<file path="config.mk">
export PLATFORM = sky130hd
export DESIGN_NAME = data_cache
export DESIGN_NICKNAME = d
export VERILOG_FILES = /design/src/rtl/data_cache_pkg.sv /design/src/rtl/data_cache_array.sv /design/src/rtl/data_cache.sv
export SDC_FILE = /design/constraint.sdc
export NUM_CORES = 1
export LEC_CHECK = 0
export CAP_MARGIN = 20
export CORE_ASPECT_RATIO = 1.25
export CORE_MARGIN = 8
export CORE_UTILIZATION = 54
export DETAILED_ROUTE_END_ITERATION = 10
export GPL_TIMING_DRIVEN = 1
export PLACE_DENSITY = 0.77
export SETUP_SLACK_MARGIN = 0.4
export SYNTH_ARGS = -nofsm -noshare
export SYNTH_HDL_FRONTEND = slang
export SYNTH_SLANG_ARGS = --single-unit
</file>
<file path="constraint.sdc">
create_clock -name clk -period 8.6 [get_ports clk]
set_input_delay 1.72 -clock clk [delete_from_list [all_inputs] [get_ports clk]]
set_output_delay 1.72 -clock clk [all_outputs]
set_load 0.01 [all_outputs]
</file>
<file path="src/rtl/data_cache_pkg.sv">
// Shared geometry, FSM encoding and address helper
// for the direct-mapped write-back data cache.
package data_cache_pkg;
  localparam int TAG_W     = 26;
  localparam int IDX_W     = 2;
  localparam int OFF_W     = 4;
  localparam int LINE_W    = 128;
  localparam int NUM_LINES = 4;

  typedef enum logic [2:0] {
    IDLE,
    WRITEBACK,
    ALLOCATE,
    FLUSH_WB,
    FLUSH_NEXT
  } state_t;

  function automatic logic [31:0] line_addr(
    input logic [TAG_W-1:0] tag,
    input logic [IDX_W-1:0] idx
  );
    return {tag, idx, {OFF_W{1'b0}}};
  endfunction
endpackage

</file>
<file path="src/rtl/data_cache_array.sv">
// Tag/valid/dirty/data storage: combinational read,
// synchronous word write, line fill and bulk invalidate.
module data_cache_array
  import data_cache_pkg::*;
(
  input  logic              clk,
  input  logic              reset,
  input  logic [IDX_W-1:0]  i_rd_idx,
  output logic [TAG_W-1:0]  o_rd_tag,
  output logic              o_rd_valid,
  output logic              o_rd_dirty,
  output logic [LINE_W-1:0] o_rd_line,
  input  logic              i_word_we,
  input  logic [IDX_W-1:0]  i_word_idx,
  input  logic [1:0]        i_word_sel,
  input  logic [31:0]       i_word_data,
  input  logic              i_line_we,
  input  logic [IDX_W-1:0]  i_line_idx,
  input  logic [TAG_W-1:0]  i_line_tag,
  input  logic [LINE_W-1:0] i_line_data,
  input  logic              i_inval
);
  logic [TAG_W-1:0]     r_tag  [NUM_LINES];
  logic [LINE_W-1:0]    r_data [NUM_LINES];
  logic [NUM_LINES-1:0] r_valid;
  logic [NUM_LINES-1:0] r_dirty;

  assign o_rd_tag   = r_tag[i_rd_idx];
  assign o_rd_valid = r_valid[i_rd_idx];
  assign o_rd_dirty = r_dirty[i_rd_idx];
  assign o_rd_line  = r_data[i_rd_idx];

  always_ff @(posedge clk or posedge reset) begin
    if (reset) begin
      r_valid <= '0;
      r_dirty <= '0;
    end else if (i_inval) begin
      r_valid <= '0;
      r_dirty <= '0;
    end else if (i_line_we) begin
      r_valid[i_line_idx] <= 1'b1;
      r_dirty[i_line_idx] <= 1'b0;
    end else if (i_word_we) begin
      r_dirty[i_word_idx] <= 1'b1;
    end
  end

  // Contents are don't-care after reset, so no reset here.
  always_ff @(posedge clk) begin
    if (i_line_we) begin
      r_tag[i_line_idx]  <= i_line_tag;
      r_data[i_line_idx] <= i_line_data;
    end else if (i_word_we) begin
      r_data[i_word_idx][{i_word_sel, 5'b0} +: 32] <= i_word_data;
    end
  end
endmodule

</file>
<file path="src/rtl/data_cache.sv">
// Direct-mapped write-back/write-allocate data cache
// with line writeback/fill port and full-cache flush.
module data_cache
  import data_cache_pkg::*;
(
  input  logic              clk,
  input  logic              reset,
  input  logic              flush,
  input  logic              mem_read,
  input  logic              mem_write,
  input  logic [31:0]       address,
  input  logic [31:0]       writedata,
  output logic              requested_data_to_mem,
  output logic [31:0]       read_data,
  output logic              read_valid,
  output logic              dmem_req,
  output logic              dmem_we,
  output logic [31:0]       dmem_addr,
  output logic [LINE_W-1:0] dmem_wdata,
  input  logic [LINE_W-1:0] dmem_rdata,
  input  logic              dmem_ready
);
  state_t           r_state;
  logic [IDX_W-1:0] r_fidx;
  logic             r_flush_pending;

  logic [TAG_W-1:0]  w_req_tag;
  logic [IDX_W-1:0]  w_req_idx;
  logic [1:0]        w_word;
  logic              w_unused_addr;
  logic              w_flushing;
  logic [IDX_W-1:0]  w_rd_idx;
  logic [TAG_W-1:0]  w_rd_tag;
  logic              w_rd_valid;
  logic              w_rd_dirty;
  logic [LINE_W-1:0] w_rd_line;
  logic [31:0]       w_rd_word;
  logic              w_req;
  logic              w_hit;
  logic              w_victim_dirty;
  logic              w_accept;
  logic              w_line_we;
  logic              w_inval;

  assign w_req_tag     = address[31:6];
  assign w_req_idx     = address[5:4];
  assign w_word        = address[3:2];
  assign w_unused_addr = &{1'b0, address[1:0]};

  assign w_flushing = (r_state == FLUSH_WB) ||
                      (r_state == FLUSH_NEXT);
  assign w_rd_idx   = w_flushing ? r_fidx : w_req_idx;
  assign w_rd_word  = w_rd_line[{w_word, 5'b0} +: 32];

  assign w_req          = mem_read | mem_write;
  assign w_hit          = w_rd_valid && (w_rd_tag == w_req_tag);
  assign w_victim_dirty = w_rd_valid && w_rd_dirty;

  assign requested_data_to_mem = (r_state != IDLE) ||
                                 (w_req && !w_hit) ||
                                 r_flush_pending;
  assign w_accept  = w_req && !requested_data_to_mem;
  assign w_line_we = (r_state == ALLOCATE) && dmem_ready;

  // Last flush slot: clean line 3, or writeback of line 3 done.
  assign w_inval =
    ((r_state == FLUSH_NEXT) && (r_fidx == 2'd3) && !w_victim_dirty) ||
    ((r_state == FLUSH_WB) && dmem_ready && (r_fidx == 2'd3));

  data_cache_array u_array (
    .clk         (clk),
    .reset       (reset),
    .i_rd_idx    (w_rd_idx),
    .o_rd_tag    (w_rd_tag),
    .o_rd_valid  (w_rd_valid),
    .o_rd_dirty  (w_rd_dirty),
    .o_rd_line   (w_rd_line),
    .i_word_we   (w_accept && mem_write),
    .i_word_idx  (w_req_idx),
    .i_word_sel  (w_word),
    .i_word_data (writedata),
    .i_line_we   (w_line_we),
    .i_line_idx  (w_req_idx),
    .i_line_tag  (w_req_tag),
    .i_line_data (dmem_rdata),
    .i_inval     (w_inval)
  );

  always_ff @(posedge clk or posedge reset) begin
    if (reset) begin
      r_state         <= IDLE;
      r_fidx          <= '0;
      r_flush_pending <= 1'b0;
      read_valid      <= 1'b0;
      read_data       <= '0;
      dmem_req        <= 1'b0;
      dmem_we         <= 1'b0;
      dmem_addr       <= '0;
      dmem_wdata      <= '0;
    end else begin
      read_valid <= 1'b0;
      unique case (r_state)
        IDLE: begin
          if (r_flush_pending) begin
            r_state <= FLUSH_NEXT;
            r_fidx  <= '0;
          end else if (w_accept) begin
            if (!mem_write) begin
              read_valid <= 1'b1;
              read_data  <= w_rd_word;
            end
          end else if (w_req) begin
            dmem_req <= 1'b1;
            if (w_victim_dirty) begin
              r_state    <= WRITEBACK;
              dmem_we    <= 1'b1;
              dmem_addr  <= line_addr(w_rd_tag, w_req_idx);
              dmem_wdata <= w_rd_line;
            end else begin
              r_state   <= ALLOCATE;
              dmem_we   <= 1'b0;
              dmem_addr <= line_addr(w_req_tag, w_req_idx);
            end
          end
        end
        WRITEBACK: begin
          if (dmem_ready) begin
            r_state   <= ALLOCATE;
            dmem_we   <= 1'b0;
            dmem_addr <= line_addr(w_req_tag, w_req_idx);
          end
        end
        ALLOCATE: begin
          if (dmem_ready) begin
            r_state  <= IDLE;
            dmem_req <= 1'b0;
          end
        end
        FLUSH_NEXT: begin
          if (w_victim_dirty) begin
            r_state    <= FLUSH_WB;
            dmem_req   <= 1'b1;
            dmem_we    <= 1'b1;
            dmem_addr  <= line_addr(w_rd_tag, r_fidx);
            dmem_wdata <= w_rd_line;
          end else if (r_fidx == 2'd3) begin
            r_state         <= IDLE;
            r_fidx          <= '0;
            r_flush_pending <= 1'b0;
          end else begin
            r_fidx <= r_fidx + 2'd1;
          end
        end
        FLUSH_WB: begin
          if (dmem_ready) begin
            dmem_req <= 1'b0;
            if (r_fidx == 2'd3) begin
              r_state         <= IDLE;
              r_fidx          <= '0;
              r_flush_pending <= 1'b0;
            end else begin
              r_state <= FLUSH_NEXT;
              r_fidx  <= r_fidx + 2'd1;
            end
          end
        end
        default: r_state <= IDLE;
      endcase
      // A new flush request overrides completion of the current walk.
      if (flush) r_flush_pending <= 1'b1;
    end
  end
endmodule
</file>
==> results.toml <==
# generated from flow reports
[outcome]
outcome = "finished clean"

[floorplan]
core-area_mm2 = 0.0656
rows = 105
dieArea_mm2 = 0.0746
num_io_pins = 394
fp_util_pct = 54.4
nWellTaps = 856

[logic_synthesis]
ys_area_mm2 = 0.0357
edf_count = 616
synth_flops = 821
logic_family = "multiplexers"
muxShareOfSynthArea_pct = 12.8
avgSynthCellArea_um2 = 12.8
yosysWarningCount = 0
ys_sh_xor_pct = 0.295
synth-adder-area-share_pct = 0.210
synth_seq_share_pct = 66.2
synth_area_mm2 = 0.0357
flop_cell = "edfxtp_1"
yosysUniqueCellTypes = 69
ys_cells = 2781
syn_inst = 2781
ys_sh_aoi_pct = 4.86
top_cells_by_area = "edfxtp_1 (52%), dfrtp_1 (14%), nand2_1 (7.2%), mux2i_1 (4.3%), mux2_1 (3.4%)"
yosysTopAreaCell = "edfxtp_1"
ys_sh_simple_pct = 11.8
async_reset_ff_share_pct = 25.0

[setup_path]
cp.depth = 11
critPathLaunch = "address[5]"
cp_slowest_stage_delay_ns = 0.61
critPathSlowestCell = "or4_4"
reg2regPathDepth = 12
r2r-start = "r_state[2]$_DFFE_PP0P_"
cp_top_family = "simple AND/OR/NAND/NOR gates"
critPathMaxFanout = 37
worst-r2r-setup-slack_ns = 2.47
crit_path_end = "requested_data_to_mem"
path_cells = "clkdlybuf4s50_1 -> and2_1 -> a222oi_1 -> nand2_4 -> a31oi_1 -> o2111ai_1 -> or4_4 -> nor4_1 -> a21o_1 -> nand2_1 -> clkdlybuf4s50_1"
r2r-end = "u_array.r_data[3][25]$_DFFE_PP_"
cp_data_required_time_ns = 6.88
startpoint_type = "input pin"
critical_path_class = "in2out"
cp_common_cell = "clkdlybuf4s50_1"
cp-end-kind = "output port"

[grt]
grt_max_degree = 203
grt_pass1_vias = 24640
grt_pass1_wl_mm = 154
met1_usage_pct = 35.0
grt_util_met2_pct = 45.3
gr-usage-all-layers_pct = 27.4
grt_use_met3_pct = 6.44
grt.overflow.total = 0
busiest_layer = "met2"
grt_antenna_before_repair = 9

[cts]
clock-root-buffer = "clkbuf_16"
post_cts.repair.setup_buffers = 0
clk_pin_slew_ns = 0.06
cts_tree = "built"
htreeDepth = 3
cts_resized = 0
clock-sinks = 821
cts_buffer_depth = 3
holdBufCountCts = 0

[detailed_routing]
top_layer_used = "met5"
met3_length_mm = 11.1
met1_length_mm = 38.2
viasPerCell = 6.06
drc_errors = 0
wl_per_cell_um = 25.8
drt_pass1_iterations = 6

[finish]
nets = 3327
logic_area_mm2 = 0.0110
buf_share_pct = 10.2
logic_gate_count = 1636
dominant_cells = "sequential cells"
fin_util_pct = 65.9
top_register = "u_array.r_data"
seq_share_pct = 54.7
final_layout_top_logic_cell = "nand2_1"
top_regs = "u_array.r_data x512, dmem_wdata x128, u_array.r_tag x104"
clock_area_share_pct = 5.88
largest_reg_flops = 512
comb-cell-share_pct = 25.4
lay_top_cells = "nand2_1 (684), edfxtp_1 (616), clkdlybuf4s50_1 (386)"
n_antenna_cell = 5
fill_cells = 4521
final_cells = 4049
drive_above_1_share_pct = 10.7
seq_area_mm2 = 0.0236

[power]
switching_share_pct = 35.5
leakage_uw = 0.0172
ir_worst_vdd_uv = 470
cellPowerDensity_mw_per_mm2 = 315
power_frac_seq_pct = 36.3
switchingPower_uw = 4840
internal_power_uw = 8790
power_frac_comb_pct = 38.7

[sta]
fmax_mhz = 127
whs_ns = 0.482
hold_viol = 0
tightest_slew_ns = 1.08
finalCritPeriodShare_pct = 91.6
setup_viol = 0
fin_crit_ns = 7.88
slew_viol_final = 0
rsz0062_at_grt = "false"
maxSlewHeadroom_pct = 28.1
fin_tns_setup_ns = 0

[worst_hold_path]
min_path_cells = 1
timing.hold.worst.class = "reg2reg"
worstHoldEndpoint = "dmem_addr[13]$_DFFE_PP0P_"

[placement]
place_congestion = 0.879
place_hpwl_mm = 68.4
dpl_cell_area_mm2 = 0.0406
dpl.cell_count = 3896

[job]
maxCapViolCount = 0
==> synth_stat cells, drive strengths merged (3+ instances only) <==
cell type    n
buf         65
or3          4
nand3b       4
a21o         9
edfxtp     616
dfrtp      205
a211oi      22
clkbuf     114
nor4         5
nor2b        7
o21ai       23
nand3       22
and2         5
and3       157
o221ai       3
a41oi        3
mux2       204
a21oi       32
mux2i      154
a31oi      147
nor3b        5
ha           6
o22ai        3
nand2b       6
nand4        6
nand2      686
nor3        11
xnor2       10
inv        148
nor2        30
mux4        32
==> power by group through the flow <==
stage | registers (uW) | logic, uW | clock network [uW]
after floorplan | 5130 | 2920 | 0
after global placement | 5000 | 5030 | 0
after detailed placement | 5020 | 5190 | 0
after CTS | 4950 | 5230 | 3430
after global routing | 4990 | 5620 | 3590
final | 4950 | 5280 | 3410
clock_wires.png
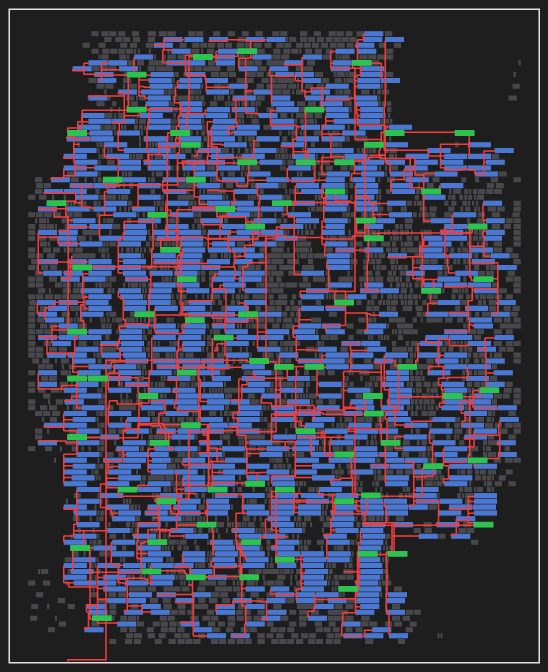
Key: clock-net drivers = green [count 78]; clock wires = red [length 9,000 um]; flip-flops = blue [count 821]
There are 79 routed clock nets.
clock share of power: 25.0%
P_clk: 3410 uW
clk_lat worst skew: 0.63 ns
Setup Skew: 0.0281 ns

pinout.png
Pins as bars across the die edge, other pins in gray.
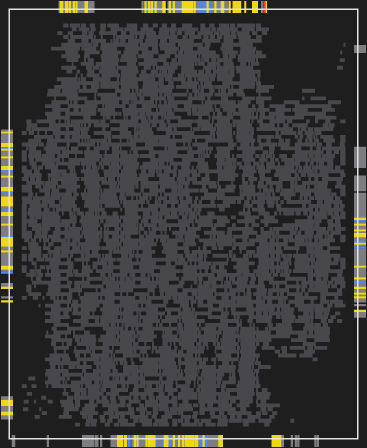
Key: read_data = blue [pins 32, direction output, edge 11 top, 11 bottom, 6 left, 4 right]; dmem_wdata = yellow [pins 128, direction output, edge 43 top, 40 bottom, 33 left, 12 right]; dmem_we = red [pins 1, direction output, edge top]
All pins by edge: 112 bottom, 105 top, 92 left, 85 right.
Die Y: 303 um
Die Width: 246 um
IO buf count: 387

sizing.png
Bar = 50 um.
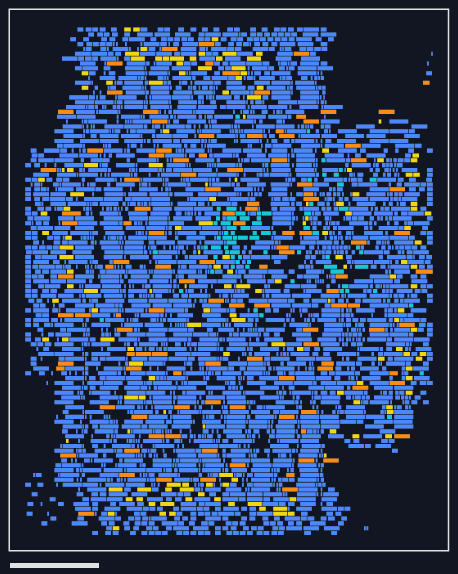
Key: x2 = yellow [cells 156, share 4.9%]; x1 and smaller = blue [cells 2,846, share 89%]; x3 and x4 = cyan [cells 72, share 2.3%]; x6 and larger = orange [cells 114, share 3.6%]
bufs w/o clock: 438
Area growth syn-to-layout: 21.1%
setup slack after layout: 0.722 ns
Final Cell Area: 0.0432 mm2

m4.png
Bar = 50 um.
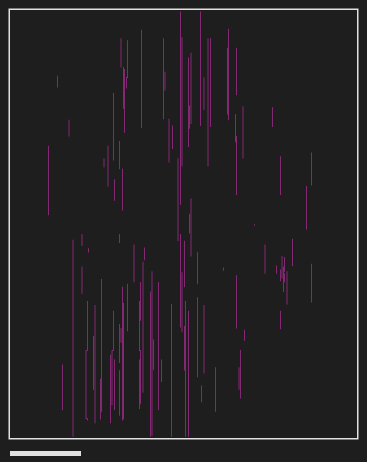
77 nets have wire on it. The longest straight run is 139 um. The layer carries 4,060 um of wire. The wires run mostly vertical. The layer holds 3.9% of the routed length.
DR vias: 24,526
WL final: 105 mm

clock_nets.png
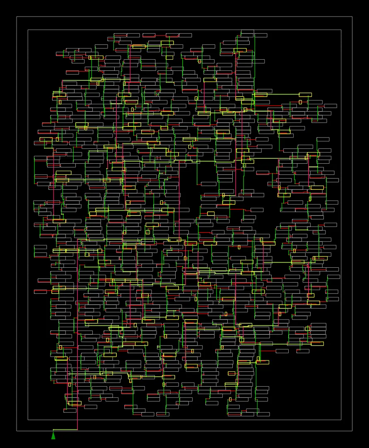
Flops: 821
Layout clock buffers: 115
Num CTS Buffers: 78

Power figures rest on the tool's default switching activity, not on a simulated workload.
